$ cat src/rtl/vga_timing_pkg.sv
// vga_timing_pkg: default 640x480@60 timing constants and the lock FSM state type.
// Shared by the receiver and the sync generator so both agree on one timing set.
package vga_timing_pkg;
  localparam int H_TOTAL_DEF = 800;
  localparam int H_SYNC_DEF = 96;
  localparam int H_BP_DEF = 48;
  localparam int H_ACTIVE_DEF = 640;
  localparam int V_TOTAL_DEF = 525;
  localparam int V_SYNC_DEF = 2;
  localparam int V_BP_DEF = 33;
  localparam int V_ACTIVE_DEF = 480;
  localparam int LOCK_FRAMES_DEF = 2;
  typedef enum logic [1:0] {SEARCH, CHECK, LOCKED} state_e;
endpackage

$ cat src/rtl/vga_timing_receiver_if.sv
// vga_timing_receiver_if: pin-side inputs and recovered-pixel outputs of the VGA receiver.
// master = video source / consumer side, slave = receiver.
interface vga_timing_receiver_if;
  logic       pix_en;
  logic       hsync_in;
  logic       vsync_in;
  logic [2:0] rgb_in;
  logic [9:0] pix_x;
  logic [8:0] pix_y;
  logic       pix_valid;
  logic [2:0] rgb_out;
  logic       frame_start;
  logic       locked;
  logic [7:0] err_count;
  modport master (
    output pix_en, hsync_in, vsync_in, rgb_in,
    input  pix_x, pix_y, pix_valid, rgb_out, frame_start, locked, err_count
  );
  modport slave (
    input  pix_en, hsync_in, vsync_in, rgb_in,
    output pix_x, pix_y, pix_valid, rgb_out, frame_start, locked, err_count
  );
endinterface

$ cat src/rtl/vga_edge_det.sv
// vga_edge_det: samples an active-low sync on pixel strobes and flags its falling edge.
// Ports: clock, reset_n (async, active-low), en_i pixel strobe, d_i sync pin, fall_o edge seen on this strobe.
module vga_edge_det (
  input  logic clock,
  input  logic reset_n,
  input  logic en_i,
  input  logic d_i,
  output logic fall_o
);
  logic cur_q, prev_q;
  always_ff @(posedge clock or negedge reset_n) begin
    if (!reset_n) begin
      cur_q <= 1'b1;
      prev_q <= 1'b1;
    end else if (en_i) begin
      cur_q <= d_i;
      prev_q <= cur_q;
    end
  end
  assign fall_o = en_i && prev_q && !cur_q;
endmodule

$ cat src/rtl/vga_timing_receiver.sv
// vga_timing_receiver: recovers pixel coordinates and colour from VGA sync/rgb pins and tracks timing lock.
// Ports: clock, reset_n (async, active-low); bus (slave): pix_en/hsync_in/vsync_in/rgb_in in,
// pix_x/pix_y/pix_valid/rgb_out/frame_start/locked/err_count out.
module vga_timing_receiver
  import vga_timing_pkg::*;
#(
  parameter int H_TOTAL = H_TOTAL_DEF,
  parameter int H_SYNC = H_SYNC_DEF,
  parameter int H_BP = H_BP_DEF,
  parameter int H_ACTIVE = H_ACTIVE_DEF,
  parameter int V_TOTAL = V_TOTAL_DEF,
  parameter int V_SYNC = V_SYNC_DEF,
  parameter int V_BP = V_BP_DEF,
  parameter int V_ACTIVE = V_ACTIVE_DEF,
  parameter int LOCK_FRAMES = LOCK_FRAMES_DEF
) (
  input logic clock,
  input logic reset_n,
  vga_timing_receiver_if.slave bus
);
  localparam logic [9:0] H_LAST = 10'(H_TOTAL - 1);
  localparam logic [9:0] V_LAST = 10'(V_TOTAL - 1);
  localparam logic [9:0] H_START = 10'(H_SYNC + H_BP);
  localparam logic [9:0] H_END = 10'(H_SYNC + H_BP + H_ACTIVE);
  localparam logic [9:0] V_START = 10'(V_SYNC + V_BP);
  localparam logic [9:0] V_END = 10'(V_SYNC + V_BP + V_ACTIVE);
  localparam logic [7:0] GOOD_LOCK = 8'(LOCK_FRAMES);
  state_e     state_q;
  logic       hfall, vfall, line_err, frame_err, err, show;
  logic [2:0] rgb_s_q, rgb_out_q;
  logic [9:0] hcount_q, hcount_d, vcount_q, vcount_d, pix_x_q, pix_x_d;
  logic [8:0] pix_y_q, pix_y_d;
  logic [7:0] good_q, good_d, err_q;
  logic       pix_valid_q, frame_start_q, locked_q;
  vga_edge_det u_hs (.clock(clock), .reset_n(reset_n), .en_i(bus.pix_en), .d_i(bus.hsync_in), .fall_o(hfall));
  vga_edge_det u_vs (.clock(clock), .reset_n(reset_n), .en_i(bus.pix_en), .d_i(bus.vsync_in), .fall_o(vfall));
  always_comb begin
    // a missing hsync is flagged once, on the strobe where hcount saturates
    line_err = hfall ? hcount_q != H_LAST : bus.pix_en && hcount_q == 10'd1022;
    frame_err = vfall && vcount_q != V_LAST;
    err = line_err || frame_err;
    hcount_d = hfall ? '0 : hcount_q + {9'd0, hcount_q != 10'h3ff};
    vcount_d = vfall ? '0 : vcount_q + {9'd0, hfall};
    // hcount/vcount here describe the pixel currently held in rgb_s_q
    show = state_q == LOCKED && hcount_q >= H_START && hcount_q < H_END
           && vcount_q >= V_START && vcount_q < V_END;
    pix_x_d = hcount_q - H_START;
    pix_y_d = 9'(vcount_q - V_START);
    good_d = good_q + 8'd1;
  end
  always_ff @(posedge clock or negedge reset_n) begin
    if (!reset_n) begin
      state_q <= SEARCH;
      hcount_q <= '0;
      vcount_q <= '0;
      good_q <= '0;
      err_q <= '0;
      rgb_s_q <= '0;
      pix_x_q <= '0;
      pix_y_q <= '0;
      rgb_out_q <= '0;
      pix_valid_q <= 1'b0;
      frame_start_q <= 1'b0;
      locked_q <= 1'b0;
    end else begin
      pix_valid_q <= 1'b0;
      frame_start_q <= 1'b0;
      if (bus.pix_en) begin
        rgb_s_q <= bus.rgb_in;
        hcount_q <= hcount_d;
        vcount_q <= vcount_d;
        // coincident line and frame errors count once; SEARCH errors are expected noise
        if (err && state_q != SEARCH && err_q != 8'hff) err_q <= err_q + 8'd1;
        case (state_q)
          SEARCH: if (vfall) begin
            state_q <= CHECK;
            good_q <= '0;
          end
          CHECK: if (err) begin
            state_q <= SEARCH;
          end else if (vfall) begin
            good_q <= good_d;
            if (good_d == GOOD_LOCK) begin
              state_q <= LOCKED;
              locked_q <= 1'b1;
            end
          end
          LOCKED: if (err) begin
            state_q <= SEARCH;
            locked_q <= 1'b0;
          end
          default: begin
            state_q <= SEARCH;
            locked_q <= 1'b0;
          end
        endcase
        if (show) begin
          pix_x_q <= pix_x_d;
          pix_y_q <= pix_y_d;
          rgb_out_q <= rgb_s_q;
          pix_valid_q <= 1'b1;
          frame_start_q <= pix_x_d == '0 && pix_y_d == '0;
        end
      end
    end
  end
  assign bus.pix_x = pix_x_q;
  assign bus.pix_y = pix_y_q;
  assign bus.rgb_out = rgb_out_q;
  assign bus.pix_valid = pix_valid_q;
  assign bus.frame_start = frame_start_q;
  assign bus.locked = locked_q;
  assign bus.err_count = err_q;
endmodule
$ cat src/flat_wrapper.sv
// flat-port wrapper written by rule: the top's interface ports become plain ports
module vga_timing_receiver_flat import vga_timing_pkg::*;
#(
  parameter int H_TOTAL = H_TOTAL_DEF,
  parameter int H_SYNC = H_SYNC_DEF,
  parameter int H_BP = H_BP_DEF,
  parameter int H_ACTIVE = H_ACTIVE_DEF,
  parameter int V_TOTAL = V_TOTAL_DEF,
  parameter int V_SYNC = V_SYNC_DEF,
  parameter int V_BP = V_BP_DEF,
  parameter int V_ACTIVE = V_ACTIVE_DEF,
  parameter int LOCK_FRAMES = LOCK_FRAMES_DEF
)
  (clock, reset_n, bus_pix_en, bus_hsync_in, bus_vsync_in, bus_rgb_in, bus_pix_x, bus_pix_y, bus_pix_valid, bus_rgb_out, bus_frame_start, bus_locked, bus_err_count);
  vga_timing_receiver_if bus_i ();
  input logic clock;
  input logic reset_n;
  input wire logic [$bits(bus_i.pix_en)-1:0] bus_pix_en;
  input wire logic [$bits(bus_i.hsync_in)-1:0] bus_hsync_in;
  input wire logic [$bits(bus_i.vsync_in)-1:0] bus_vsync_in;
  input wire logic [$bits(bus_i.rgb_in)-1:0] bus_rgb_in;
  output wire logic [$bits(bus_i.pix_x)-1:0] bus_pix_x;
  output wire logic [$bits(bus_i.pix_y)-1:0] bus_pix_y;
  output wire logic [$bits(bus_i.pix_valid)-1:0] bus_pix_valid;
  output wire logic [$bits(bus_i.rgb_out)-1:0] bus_rgb_out;
  output wire logic [$bits(bus_i.frame_start)-1:0] bus_frame_start;
  output wire logic [$bits(bus_i.locked)-1:0] bus_locked;
  output wire logic [$bits(bus_i.err_count)-1:0] bus_err_count;
  assign bus_i.pix_en = bus_pix_en;
  assign bus_i.hsync_in = bus_hsync_in;
  assign bus_i.vsync_in = bus_vsync_in;
  assign bus_i.rgb_in = bus_rgb_in;
  assign bus_pix_x = bus_i.pix_x;
  assign bus_pix_y = bus_i.pix_y;
  assign bus_pix_valid = bus_i.pix_valid;
  assign bus_rgb_out = bus_i.rgb_out;
  assign bus_frame_start = bus_i.frame_start;
  assign bus_locked = bus_i.locked;
  assign bus_err_count = bus_i.err_count;
  vga_timing_receiver #(.H_TOTAL(H_TOTAL), .H_SYNC(H_SYNC), .H_BP(H_BP), .H_ACTIVE(H_ACTIVE), .V_TOTAL(V_TOTAL), .V_SYNC(V_SYNC), .V_BP(V_BP), .V_ACTIVE(V_ACTIVE), .LOCK_FRAMES(LOCK_FRAMES)) u_core (.clock(clock), .reset_n(reset_n), .bus(bus_i));
endmodule
$ cat config.mk
export PLATFORM = sky130hd
export DESIGN_NAME = vga_timing_receiver_flat
export DESIGN_NICKNAME = d
export VERILOG_FILES = /design/src/rtl/vga_timing_pkg.sv /design/src/rtl/vga_timing_receiver_if.sv /design/src/rtl/vga_edge_det.sv /design/src/rtl/vga_timing_receiver.sv /design/src/flat_wrapper.sv
export SDC_FILE = /design/constraint.sdc
export NUM_CORES = 1
export LEC_CHECK = 0
export ABC_CLOCK_PERIOD_IN_PS = 3500
export CAP_MARGIN = 15
export CORE_ASPECT_RATIO = 0.9
export CORE_UTILIZATION = 59
export CTS_BUF_LIST = sky130_fd_sc_hd__clkbuf_8
export CTS_CLUSTER_DIAMETER = 50
export DETAILED_ROUTE_END_ITERATION = 6
export PLACE_DENSITY_LB_ADDON = 0.1
export SYNTH_ARGS = -nofsm -noshare
export SYNTH_HDL_FRONTEND = slang
export SYNTH_SLANG_ARGS = --single-unit
$ cat constraint.sdc
create_clock -name clock -period 3.5 [get_ports clock]
set_input_delay 0.7 -clock clock [delete_from_list [all_inputs] [get_ports clock]]
set_output_delay 0.7 -clock clock [all_outputs]
set_load 0.03 [all_outputs]
==> results_dict.tcl <==
# metrics dict for downstream scripts
set metrics [dict create \
    status "complete, no violations" \
    cp_slowest_stage_delay_ps 560 \
    postCtsHoldBufs 0 \
    dominant_power_group "sequential cells" \
    dp_worst_setup_slack_ps 351 \
    instances_no_fill 504 \
    pwr-share-seq_pct 43.2 \
    powerDensity_nw_per_um2 525 \
    drt_wl_total_mm 7.68 \
    grt-ovfl-total 0 \
    post_drt_via_cell_ratio 5.72 \
    post-cts-setup-buffers 0 \
    placed_cell_area_um2 4280 \
    p_switching_mw 0.714 \
    htreeDepth 3 \
    tritoncts "built" \
    worstSetupPathType "flip-flop to flip-flop" \
    num-fill-cells 476 \
    cp.arrival_ps 3210 \
    place_inst 488 \
    hpwl_mm 5.33 \
    required_ps 3730 \
    holdWs_ps 392 \
    ys.flops 70 \
    cts_buffers 9 \
    antenna_found_initial 0 \
    grt_pass1_wl_mm 13.3 \
    start_kind "flip-flop" \
    critPathCaptureType "flip-flop" \
    slew_violations 0 \
    inverters 12 \
    fin_ws_ps 519 \
    yosys_most_used_dff "dfrtp_1" \
    initCoreUtil_pct 61.5 \
    coreArea_um2 6180 \
    drive_gt1_share_pct 11.8 \
    switching_share_pct 29.9 \
    intPower_mw 1.68 \
    peakVddDrop_v 0.000331 \
    r2r_setup_slack_ps 520 \
    rows 27 \
    drc 0 \
    worstMarginPinSlew_ps 1000 \
    setup_tns_ps 0 \
    ys_types 53 \
    powerComb_mw 0.481 \
    reg2reg_depth 6 \
    ys_seq_share_pct 46.2 \
    cp_cell_sequence "ha_1 > or4_1 > o32a_1 > nor3_4 > buf_4 > mux2_2" \
    fmax_ghz 0.335 \
    clk_path_buf_depth 2 \
    final_cell_mix "dfrtp_1, clkdlybuf4s50_1, nand2_1" \
    top_area_cell "dfrtp_1" \
    synth_warnings 0 \
    slew_headroom_pct 33.0 \
    leakagePower_nw 2.11 \
    final_net_count 433 \
    taps 87 \
    die_h_um 78.1 \
    edf_count 0 \
    drtAntennaViolNets 0 \
    max_cap_viol_count 0 \
    seq_area_um2 1760 \
    power_mw 2.39 \
    topCellsByArea "dfrtp_1, mux2_1, xor2_1, ha_1, mux2_2" \
    pwr-share-clk_pct 36.6 \
    sh_comb_area_pct 41.6 \
    rsz0062_at_grt "no" \
    critPathLaunch "u_core.vcount_q[0]$_DFFE_PN0P_" \
    synth_chip_area_um2 3800 \
    ys_cells 374 \
    fp.dieArea_um2 6770 \
    syn_area_um2 3800 \
    drt_iter0_markers 142 \
    place_congestion 0.818 \
    lay_top_count "dfrtp_1" \
    final_util_pct 73.6 \
    grt_pass1_vias 2882 \
    syn_inst 374 \
    crit_cells 6 \
    synthArstFlopShare_pct 100 \
]
[layer usage]
metal  routed length (um)  GRT usage (%)  up-vias
met5                    0              0        -
met1                 3650           33.1     1423
li1                     -              -     1399
met2                 3730           41.3       55
met3                  235           7.05        5
met4                   61           7.50        0
[sequential cells by signal, summed over array words and instances (netlist names), 2 cells and up]
signal	flops
u_core.vcount_q	10
u_core.hcount_q	10
u_core.state_q	2
u_core.rgb_s_q	3
u_core.bus.pix_x	10
u_core.bus.err_count	8
u_core.good_q	8
u_core.bus.pix_y	9
u_core.bus.rgb_out	3
[cell usage after synthesis (2+ instances only)]
master / number
nand3_1: 9
mux2i_1: 8
o22ai_1: 3
dfstp_2: 4
inv_1: 12
mux2_1: 17
nand2b_1: 4
o21ai_0: 11
buf_1: 2
clkbuf_1: 14
nor2b_1: 3
nand4_1: 10
xnor2_1: 8
mux2_2: 12
buf_6: 2
nor4_1: 2
nand4b_1: 2
a211oi_1: 3
a21oi_1: 18
o211ai_1: 4
a41o_1: 2
xor2_1: 21
ha_1: 13
and3_1: 9
o31ai_1: 2
nand2_1: 31
and3b_1: 2
o31a_1: 2
nor3_1: 7
nor2_1: 30
buf_2: 4
a31oi_1: 6
or3_1: 9
dfrtp_1: 66
and2_1: 4
[kinds of logic (layout without fill, tap and decap cells)]
logic type | Yosys count | in the layout | share of synthesized area [%]
buffers and inverters | 34 | 77 | 3.89
multiplexers | 37 | 37 | 10.7
adder cells (fa/ha/maj) | 13 | 13 | 4.28
AND/OR/NAND/NOR | 130 | 130 | 17.7
XOR/XNOR | 29 | 29 | 6.68
AND-OR/OR-AND | 61 | 61 | 10.5
flip-flops | 70 | 70 | 46.2
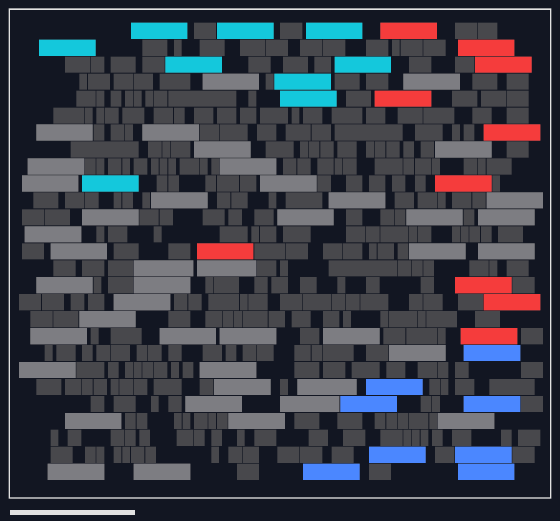
Figure 1: where the registers sit.
Scale bar: 20 um.
red -> u_core.bus.pix_x  # placed flops 10
cyan -> u_core.bus.pix_y  # placed flops 9
blue -> u_core.bus.err_count  # placed flops 8, where bottom right

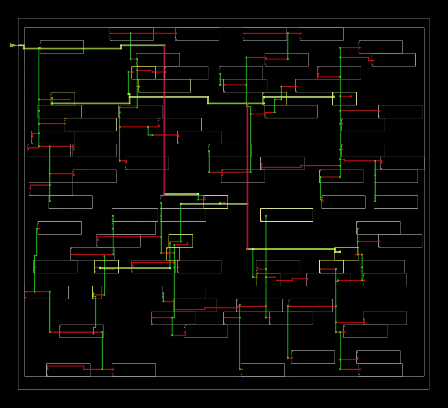
Figure 2: clock nets.
CLK BUF: 10
Sink Count: 70
Clock Power: 0.876 mW

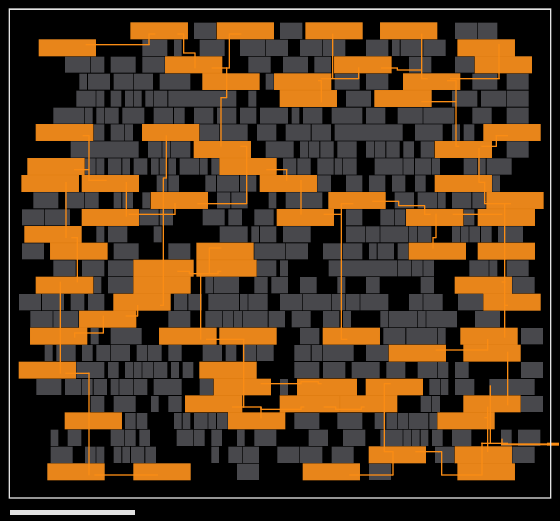
Figure 3: wires at chosen ports, followed through buffers.
Scale bar: 20 um.
orange -> reset_n  # bits 1, direction input, end cells 70, buffers 2, wire 524 um
Buffers on Ports: 40
IO Pins: 41

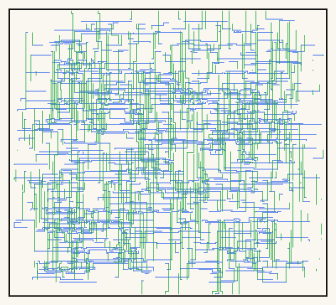
Figure 4: routed metal, one colour a layer.
Two of the layers only.
blue -> M1  # wire length 3650 um
green -> M2  # wire length 3730 um
routed len/inst: 15.2 um
gr usage total: 25.3%

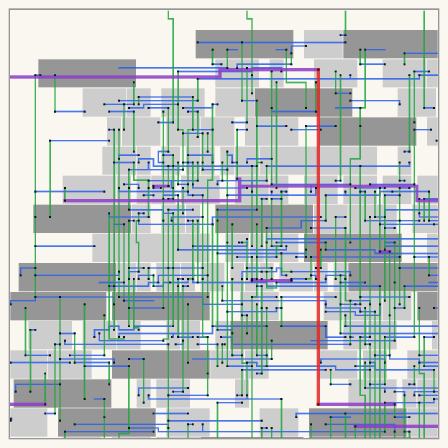
Figure 5: close-up of the layout.
Window x 2 to 42, y 38 to 78 um. Cells in grey, sequential cells in the stronger grey; small squares are vias.
blue -> M1
purple -> M3
red -> M4
green -> M2
sequential cells in the window = 17
netlist names of flops here include = u_core.vcount_q (7), u_core.bus.pix_y (5), u_core.bus.rgb_out (2)
cells with their middle in the window = 103
most frequent = dfrtp_1 (17), nand2_1 (12), nor2_1 (9)

Power figures rest on the tool's default switching activity, not on a simulated workload.
